## config.mk

```make
export PLATFORM = sky130hd
export DESIGN_NAME = acq_sequencer_flat
export DESIGN_NICKNAME = d
export VERILOG_FILES = /design/src/rtl/acq_sequencer_if.sv /design/src/rtl/acq_sequencer.sv /design/src/flat_wrapper.sv
export SDC_FILE = /design/constraint.sdc
export NUM_CORES = 1
export LEC_CHECK = 0
export CAP_MARGIN = 25
export CELL_PAD_IN_SITES_DETAIL_PLACEMENT = 0
export CELL_PAD_IN_SITES_GLOBAL_PLACEMENT = 1
export CORE_MARGIN = 2
export CORE_UTILIZATION = 40
export DETAILED_ROUTE_END_ITERATION = 8
export PLACE_DENSITY = 0.81
export SLEW_MARGIN = 40
export SYNTH_ARGS = -nofsm -noshare
export SYNTH_HDL_FRONTEND = slang
export SYNTH_SLANG_ARGS = --single-unit
export TNS_END_PERCENT = 1
```

## constraint.sdc

```tcl
create_clock -name clk -period 8.7 [get_ports clk]
set_input_delay 2.61 -clock clk [delete_from_list [all_inputs] [get_ports clk]]
set_output_delay 2.61 -clock clk [all_outputs]
set_load 0.05 [all_outputs]
```

## src/rtl/acq_sequencer_if.sv

```systemverilog
// Record-stream / FIFO-write bundle between the timestamp stage, the run
// sequencer (master) and the downstream record FIFO (slave).
interface acq_sequencer_if #(
  parameter int REC_W = 41
) ();
  logic [REC_W-1:0] rec_data;
  logic             rec_ready;
  logic             fifo_full;
  logic             fifo_wr;
  logic [REC_W-1:0] fifo_din;

  modport master (input rec_data, rec_ready, fifo_full, output fifo_wr, fifo_din);
  modport slave  (output rec_data, rec_ready, fifo_full, input fifo_wr, fifo_din);
endinterface

```

## src/rtl/acq_sequencer.sv

```systemverilog
// Run controller for the timestamp stage: IDLE/ARM/RUN/DRAIN sequencing, record
// gating into the FIFO, run statistics. ACQ_OVERFLOW_HALT_EN: first loss in RUN ends the run.
module acq_sequencer #(
  parameter int REC_W  = 41,
  parameter int LEN_W  = 48,
  parameter int LOST_W = 16
) (
  input  logic              clk,
  input  logic              rst_n,
  input  logic              start,
  input  logic              stop,
  input  logic              run_len_en,
  input  logic [LEN_W-1:0]  run_len,
  acq_sequencer_if.master   rec,
  output logic              tag_clear,
  output logic              tag_operate,
  output logic              running,
  output logic              done,
  output logic [31:0]       rec_count,
  output logic [LOST_W-1:0] lost_count,
  output logic              overflow
);
  typedef enum logic [1:0] {IDLE, ARM, RUN, DRAIN} state_t;

  state_t             state, state_nxt;
  logic [LEN_W-1:0]   len_q, elapsed;
  logic               timed_q;
  logic               wr_q;
  logic [REC_W-1:0]   din_q;
  logic               in_rec, accept, lose, last_tick, halt;

  assign in_rec    = (state == RUN) || (state == DRAIN);
  assign accept    = in_rec && rec.rec_ready && !rec.fifo_full;
  assign lose      = in_rec && rec.rec_ready &&  rec.fifo_full;
  assign last_tick = timed_q && (elapsed == len_q - LEN_W'(1));

`ifdef ACQ_OVERFLOW_HALT_EN
  assign halt = lose;
`else
  assign halt = 1'b0;
`endif

  assign running     = (state != IDLE);
  assign rec.fifo_wr  = wr_q;
  assign rec.fifo_din = din_q;

  always_ff @(posedge clk or negedge rst_n) begin
    if (!rst_n) state <= IDLE;
    else        state <= state_nxt;
  end

  always_comb begin
    state_nxt   = state;
    tag_clear   = 1'b0;
    tag_operate = 1'b0;
    case (state)
      IDLE: begin
        tag_clear = 1'b1;
        if (start && !stop) state_nxt = ARM;
      end
      ARM: begin
        tag_clear = 1'b1;
        state_nxt = (stop || (timed_q && (len_q == '0))) ? DRAIN : RUN;
      end
      RUN: begin
        tag_operate = 1'b1;
        if (stop || last_tick || halt) state_nxt = DRAIN;
      end
      DRAIN:   state_nxt = IDLE;
      default: state_nxt = IDLE;
    endcase
  end

  always_ff @(posedge clk or negedge rst_n) begin
    if (!rst_n) begin
      len_q      <= '0;
      timed_q    <= 1'b0;
      elapsed    <= '0;
      wr_q       <= 1'b0;
      din_q      <= '0;
      rec_count  <= '0;
      lost_count <= '0;
      overflow   <= 1'b0;
      done       <= 1'b0;
    end else begin
      done <= (state == DRAIN);
      wr_q <= accept;
      if (state == IDLE && start && !stop) begin
        len_q   <= run_len;
        timed_q <= run_len_en;
      end
      if (state == ARM) begin
        elapsed    <= '0;
        rec_count  <= '0;
        lost_count <= '0;
        overflow   <= 1'b0;
      end else if (state == RUN) begin
        elapsed <= elapsed + LEN_W'(1);
      end
      if (accept) begin
        din_q     <= rec.rec_data;
        rec_count <= rec_count + 32'd1;
      end
      // lost_count sticks at all-ones rather than wrapping
      if (lose) begin
        overflow <= 1'b1;
        if (lost_count != '1) lost_count <= lost_count + LOST_W'(1);
      end
    end
  end
endmodule

```

## src/flat_wrapper.sv

```systemverilog
// flat-port wrapper written by rule: the top's interface ports become plain ports
module acq_sequencer_flat 
#(
  parameter int REC_W  = 41,
  parameter int LEN_W  = 48,
  parameter int LOST_W = 16
)
  (clk, rst_n, start, stop, run_len_en, run_len, tag_clear, tag_operate, running, done, rec_count, lost_count, overflow, rec_rec_data, rec_rec_ready, rec_fifo_full, rec_fifo_wr, rec_fifo_din);
  acq_sequencer_if #(.REC_W(REC_W)) rec_i ();
  input  logic clk;
  input  logic rst_n;
  input  logic start;
  input  logic stop;
  input  logic run_len_en;
  input  logic [LEN_W-1:0] run_len;
  output logic tag_clear;
  output logic tag_operate;
  output logic running;
  output logic done;
  output logic [31:0] rec_count;
  output logic [LOST_W-1:0] lost_count;
  output logic overflow;
  input wire logic [$bits(rec_i.rec_data)-1:0] rec_rec_data;
  input wire logic [$bits(rec_i.rec_ready)-1:0] rec_rec_ready;
  input wire logic [$bits(rec_i.fifo_full)-1:0] rec_fifo_full;
  output wire logic [$bits(rec_i.fifo_wr)-1:0] rec_fifo_wr;
  output wire logic [$bits(rec_i.fifo_din)-1:0] rec_fifo_din;
  assign rec_i.rec_data = rec_rec_data;
  assign rec_i.rec_ready = rec_rec_ready;
  assign rec_i.fifo_full = rec_fifo_full;
  assign rec_fifo_wr = rec_i.fifo_wr;
  assign rec_fifo_din = rec_i.fifo_din;
  acq_sequencer #(.REC_W(REC_W), .LEN_W(LEN_W), .LOST_W(LOST_W)) u_core (.clk(clk), .rst_n(rst_n), .start(start), .stop(stop), .run_len_en(run_len_en), .run_len(run_len), .rec(rec_i), .tag_clear(tag_clear), .tag_operate(tag_operate), .running(running), .done(done), .rec_count(rec_count), .lost_count(lost_count), .overflow(overflow));
endmodule
```

Clock distribution:
(1.5 px per um)
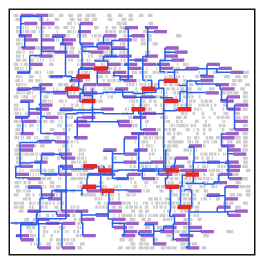
legend:
  red:
    item: clock drivers
    count: 17
  purple:
    item: flip-flops
    count: 191
  blue:
    item: clock wires
    length: 2500 um
routed clock nets: 18
flops lie: all over the die

Placement by cell class:
(1.5 px per um)
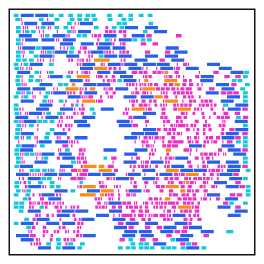
legend:
  orange:
    class: clock drivers and dummy loads
    cells: 32
  cyan:
    class: other buffers and delay cells
    cells: 196
  blue:
    class: flops
    cells: 191
  magenta:
    class: combinational and other logic
    cells: 832

Port wiring:
(3 px per um)
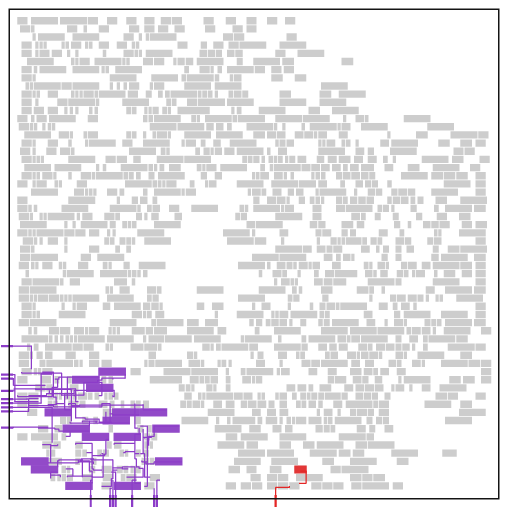
legend:
  purple:
    port: lost_count
    bits: 16
    direction: output
    end_cells: 16
    buffers: 16
    wire: 820 um
  red:
    port: run_len_en
    bits: 1
    direction: input
    end_cells: 1
    buffers: 1
    wire: 16.4 um

==> results.txt <==
yosys + openroad results -> run status finished, final reports clean, CTS Hold Buffers Added 0, DR DRC count 0, Clock Tree Buf Depth 2, Post-Syn Instances 1069, worst hold start u_core.rec.fifo_din[11]$_DFFE_PN0P_, Non-clock inverters 25, met3 routed WL 2.13 mm, cell count along the critical path 12, largest class logic gates, Crit path arrival time 5.68 ns, Buf/Inv on CP 4, Die Ht 163 um, Placed Area 12300 sq um, Area Growth Syn to Fin 27.9%, Worst Setup Start Kind input port, GRT Resource Usage Total 0.208, Yosys warning total 0, CTS Buf Count 17, Clock Skew 0.0140 ns, Clock group 0.828 mW, pre-CTS setup slack 2.89 ns, antenna violations before repair 0, antenna viol nets, final 0, DP Wirelength 19.2 mm, Worst VDD drop 0.000229 V, H-tree depth 4, combinational share of cell area 0.390, number of global-route vias before repair 8313, met2 Use GR 0.317, Min-Delay Path Class flop to flop, Slew Viols, Final 0, setup slack after layout 3.33 ns, MUX area fraction 0.0676, Synth top cell by count dfrtp_1, non-clk buf share 0.152
Register map, names as in the netlist:
(1.5 px per um) Other sequential cells in the stronger gray, the rest of the logic in the fainter gray.
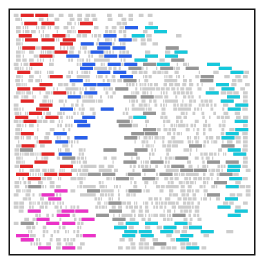
legend:
  blue:
    signal: u_core.rec_count
    flops: 32
  magenta:
    signal: u_core.lost_count
    flops: 16
    where: lower left
  cyan:
    signal: u_core.len_q
    flops: 48
  red:
    signal: u_core.rec.fifo_din
    flops: 41
not colored: 54
register area: 4780 sq um
Final Core Density: 0.516
Seq/total area: 0.371
sequential power: 1.45 mW

Placed standard cells:
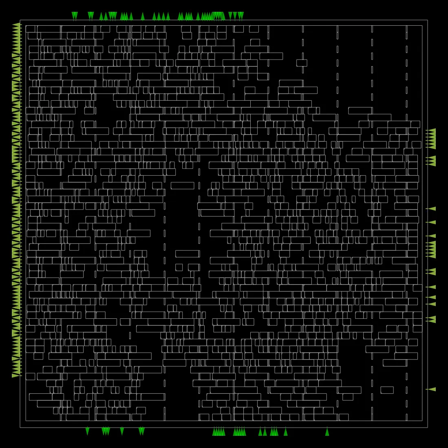
Filler Cell Count: 2293
non-filler cells, final: 1581
core area: 25000 sq um

Power and IR drop assume default switching activity.
